<file path="config.mk">
export PLATFORM = sky130hd
export DESIGN_NAME = box_filter_core
export DESIGN_NICKNAME = d
export VERILOG_FILES = /design/src/rtl/box_filter_pkg.sv /design/src/rtl/box_filter_window.sv /design/src/rtl/box_filter_core.sv
export SDC_FILE = /design/constraint.sdc
export NUM_CORES = 1
export LEC_CHECK = 0
export CAP_MARGIN = 15
export CELL_PAD_IN_SITES_DETAIL_PLACEMENT = 1
export CELL_PAD_IN_SITES_GLOBAL_PLACEMENT = 1
export CORE_ASPECT_RATIO = 1.2
export CORE_UTILIZATION = 24
export DETAILED_ROUTE_END_ITERATION = 10
export PLACE_DENSITY_LB_ADDON = 0.1
export SYNTH_ARGS = -nofsm -noshare
export SYNTH_HDL_FRONTEND = slang
export SYNTH_SLANG_ARGS = --single-unit
</file>
<file path="constraint.sdc">
create_clock -name clk -period 4.55 [get_ports clk]
set_input_delay 0.455 -clock clk [delete_from_list [all_inputs] [get_ports clk]]
set_output_delay 0.455 -clock clk [all_outputs]
set_load 0.005 [all_outputs]
</file>
<file path="src/rtl/box_filter_pkg.sv">
// box_filter_pkg: shared widths, sample type and sum-width helper for the box filter
// No ports; imported by box_filter_window and box_filter_core.
package box_filter_pkg;
   localparam int DATA_W = 32;
   typedef logic [DATA_W-1:0] sample_t;
   // Running sum must hold n full-scale samples without wrapping.
   function automatic int sum_width(input int n);
      return DATA_W + $clog2(n + 1);
   endfunction
endpackage

</file>
<file path="src/rtl/box_filter_window.sv">
// box_filter_window: DEPTH-entry sample shift register with newest/oldest taps
// Ports: clk, rst (sync active-high), i_sample (captured every edge),
//        o_newest (w[0]), o_oldest (w[DEPTH-1]).
module box_filter_window
   import box_filter_pkg::*;
#(
   parameter int DEPTH = 4
) (
   input  logic    clk,
   input  logic    rst,
   input  sample_t i_sample,
   output sample_t o_newest,
   output sample_t o_oldest
);
   sample_t r_w [DEPTH];
   always_ff @(posedge clk) begin
      if (rst) begin
         for (int k = 0; k < DEPTH; k++) r_w[k] <= '0;
      end else begin
         r_w[0] <= i_sample;
         for (int k = 1; k < DEPTH; k++) r_w[k] <= r_w[k-1];
      end
   end
   assign o_newest = r_w[0];
   assign o_oldest = r_w[DEPTH-1];
endmodule

</file>
<file path="src/rtl/box_filter_core.sv">
// box_filter_core: streaming moving-average over the last FILTER_SIZE samples
// Ports: clk, rst (sync active-high), in (sample, captured every edge),
//        out (truncated window average, registered-only path).
module box_filter_core
   import box_filter_pkg::*;
#(
   parameter int FILTER_SIZE = 4
) (
   input  logic    clk,
   input  logic    rst,
   input  sample_t in,
   output sample_t out
);
   localparam int SW = sum_width(FILTER_SIZE);
   sample_t       w_newest;
   sample_t       w_oldest;
   logic [SW-1:0] r_sum;
   logic [SW-1:0] w_avg;
   box_filter_window #(.DEPTH(FILTER_SIZE)) u_window (
      .clk      (clk),
      .rst      (rst),
      .i_sample (in),
      .o_newest (w_newest),
      .o_oldest (w_oldest)
   );
   // Oldest tap is read before the shift, so it is exactly the sample leaving the window.
   always_ff @(posedge clk) begin
      if (rst) r_sum <= '0;
      else     r_sum <= r_sum + SW'(in) - SW'(w_oldest);
   end
   // Constant divisor: a shift for powers of two, constant division otherwise.
   assign w_avg = r_sum / SW'(FILTER_SIZE);
   // A one-sample window is just the newest tap; no divider needed.
   assign out = (FILTER_SIZE == 1) ? w_newest : DATA_W'(w_avg);
endmodule

</file>
**Track usage over the die**

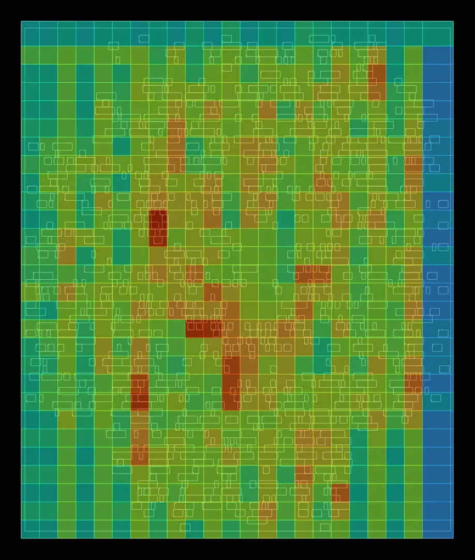
routing layer with the top usage in global route: met2
GRT met2 Usage: 19.5%
post-layout util: 29.0%
Global Route Usage Sum: 11.3%

**A small window of the routed layout**

Bar = 5 µm. Window x 113 to 133, y 137 to 157 µm. Cells in gray, sequential cells in the stronger gray; small squares are vias.
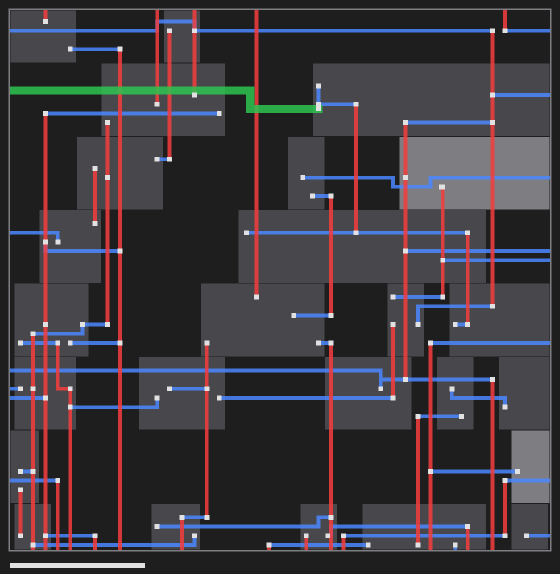
color	layer
red	metal 2
blue	metal 1
green	metal 3
netlist names of flops here include	`r_sum` (1)
most frequent	ha_1 (4), inv_1 (3), nor2_1 (3)
cells with their middle in the window	21
sequential cells in the window	1

==> flow_metrics.tcl <==
# implementation run metrics
set metrics [dict create \
    status "completed" \
    whs_path_depth 1 \
    p_sw_mw 2.23 \
    path_buffers 3 \
    num-multi-input-gates 447 \
    synth_stat.cells 806 \
    drive_gt1_share_pct 5.82 \
    final_hold_viol_count 0 \
    seq-power_mw 1.68 \
    comb_cell_power_mw 2.74 \
    combinational_fraction_of_the_cell_area_pct 38.1 \
    final_design_area_no_fill_mm2 0.00890 \
    clock_power_share_pct 25.0 \
    die_w_um 163 \
    cts.hold.buffers_added 0 \
    timing.clock.skew_ns 0.0153 \
    reg2reg_setup_slack_ns 1.17 \
    launching_point_of_the_worst_reg2reg_path "r_sum[11]" \
    cts.path.max_buffers 2 \
    yosys-stat-area_mm2 0.00750 \
    placement_row_count 70 \
    class_of_the_most_critical_hold_timing_path "flip-flop to flip-flop" \
    internal-power_mw 3.67 \
    grt_pass1_vias 5695 \
    worst_setup_path_start_kind "primary input" \
    worst_ep_arrival_time_ns 3.90 \
    met3_usage_pct 2.90 \
    nClkBuffers 20 \
    holdCritStartpoint "u_window.r_w[0][28]" \
    drt-met1-wl_um 7330 \
    ff_type "sky130_fd_sc_hd__dfxtp_1" \
    worstHoldEndpoint "u_window.r_w[0][60]" \
    worst_r2r_path_depth 11 \
    comb_area_mm2 0.00339 \
    timing.critical_path.slowest_stage_cell "sky130_fd_sc_hd__fa_1" \
    setup_tns_ns 0 \
    seqPwrFrac_pct 28.5 \
    clock-sinks 162 \
    total_power_mw 5.90 \
    drt.antenna.violating_nets 0 \
    worstSetupEndpoint "r_sum[28]" \
    finish.cell_count_without_fillers 1238 \
    clk_pin_slew_worst_paths_ns 0.07 \
    placed_cell_area_mm2 0.00830 \
    synthesis.instances 806 \
    layout_setup_ws_ns 0.972 \
    cap_viol_max_count 0 \
    die_area_mm2 0.0320 \
    synth_async_sr_flop_share_pct 0 \
    vias 5154 \
    grt_remaining_overflow 0 \
    die-height_um 196 \
    cts_root_buffer "sky130_fd_sc_hd__clkbuf_16" \
    cp-end-kind "flip-flop" \
    final_min_period_over_clock_period_pct 78.6 \
    drt_iter0_drc 176 \
    grt_pass1_wl_um 28100 \
    powerClk_mw 1.48 \
    yosys_warnings 0 \
    logic_depth_of_the_worst_path_buffers_included 12 \
    worst_tran_pin_value_ns 0.727 \
    worstPathRequired_ns 4.87 \
    hpwlAfterDp_um 12300 \
    period_needed_ns 3.58 \
    cts_buffers 17 \
    worst_path_largest_cell_delay_ns 0.55 \
    boundaryPins 66 \
    inv_count 134 \
    insertedDiodeCount 0 \
    postCtsResizedCells 0 \
    top_signal_layer_used "met4" \
    largest_net_degree_at_the_start_of_global_routing 67 \
    leakage_nw 3.87 \
    worst_path_dominant_cell_family "AND-OR/OR-AND gates" \
    hold_ws_ns 0.434 \
    enable_flop_cells 0 \
    clkLatencyLatePin_ns 0.44 \
    dp_slack_ns 0.531 \
    power.density_mw_per_mm2 663 \
    drtPass1Iterations 4 \
    cp_cell_instances "clkdlybuf4s50_1 -> inv_1 -> fa_1 -> inv_1 -> ha_1 -> a21o_1 -> a2111oi_4 -> nand3_2 -> a221oi_4 -> o31ai_2 -> a31oi_1 -> mux2_1" \
    layout.filler_cells 3533 \
    final-nonclk-buf-share_pct 7.45 \
    final-setup-viol-count 0 \
    grt_antenna_before_repair 0 \
    placeableCoreArea_mm2 0.0307 \
    synthesis.area_per_instance_um2 9.31 \
    ir_drop_mv 0.224 \
    routed_wire_length_per_instance_um 13.4 \
    met2_wirelength_um 8430 \
    floorplan.nets 906 \
    seq_area_mm2 0.00324 \
    wl_met3_um 490 \
    buffer_ports.inserted 65 \
    grt_util_met1_pct 13.1 \
    synth_sequential_area_ratio_pct 43.2 \
    totalWireLength_um 16600 \
    ys_seq_elements 162 \
    numPlacedInstances 1206 \
    netlist_area_mm2 0.00750 \
    layout.clock.cell_area_share_pct 6.80 \
    critical_path.startpoint "in[11]" \
    buffers 67 \
    timing.critical_path.mode_cell "sky130_fd_sc_hd__inv_1" \
]
**Signal wires on met1**

Bar = 50 µm. Cells faint in the background.
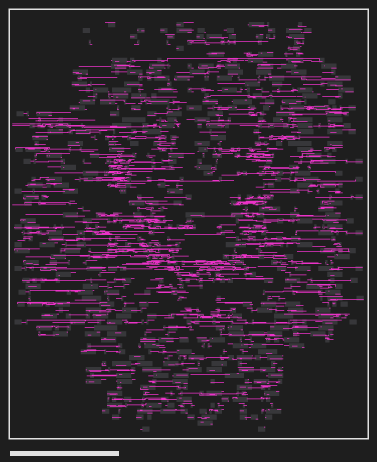
nets with wire on the layer	880
wire length on this layer	7330 µm

-- flip-flops by register name, summed over array words and instances (netlist names) --
register,flops
r_sum,34
u_window.r_w,128
-- cell families after synthesis --
group / Yosys count / share of synthesized area, %
buffers and inverters: 197 / 11.6
AOI/OAI and AO/OA: 112 / 10.5
xor gates and xnor gates: 20 / 2.33
DFF: 162 / 43.2
muxes: 7 / 1.05
adders and majority gates: 66 / 14.2
and+or+nand+nor: 242 / 17.1
-- layout by cell type (no fill, tap or decap), drive strengths merged, types with 20 or more instances in the layout --
cell and count:
clkbuf 20, dfxtp 162, nor2b 108, clkdlybuf4s50 64
nand2 22, nor2 67, a21oi 29, inv 134
fa 32, ha 34, o21ai 22
-- cells in the mapped netlist (all sizes together), types with 2 or more instances --
cell / instances / area share (%)
inv: 134 / 6.7
a2111oi: 3 / 0.60
nor4: 2 / 0.17
mux2: 7 / 1.1
o21bai: 5 / 0.50
nor2b: 108 / 9.0
a21boi: 2 / 0.20
xor2: 8 / 0.93
xnor2: 12 / 1.4
o21ai: 22 / 1.5
a211oi: 4 / 0.40
buf: 36 / 3.5
and4: 2 / 0.23
nor3: 13 / 0.87
a221oi: 2 / 0.55
or3: 4 / 0.33
a32oi: 2 / 0.23
a21oi: 29 / 1.9
a31oi: 7 / 0.58
ha: 34 / 5.7
nor2: 67 / 3.4
nand2: 22 / 1.1
a21o: 17 / 1.7
nand2b: 3 / 0.25
dfxtp: 162 / 43
nand4: 7 / 0.58
and3: 4 / 0.33
o31a: 2 / 0.25
o31ai: 3 / 0.37
clkbuf: 27 / 1.4
o21a: 3 / 0.30
o2111ai: 2 / 0.23
fa: 32 / 8.5
nand3: 7 / 0.53
o211ai: 2 / 0.20
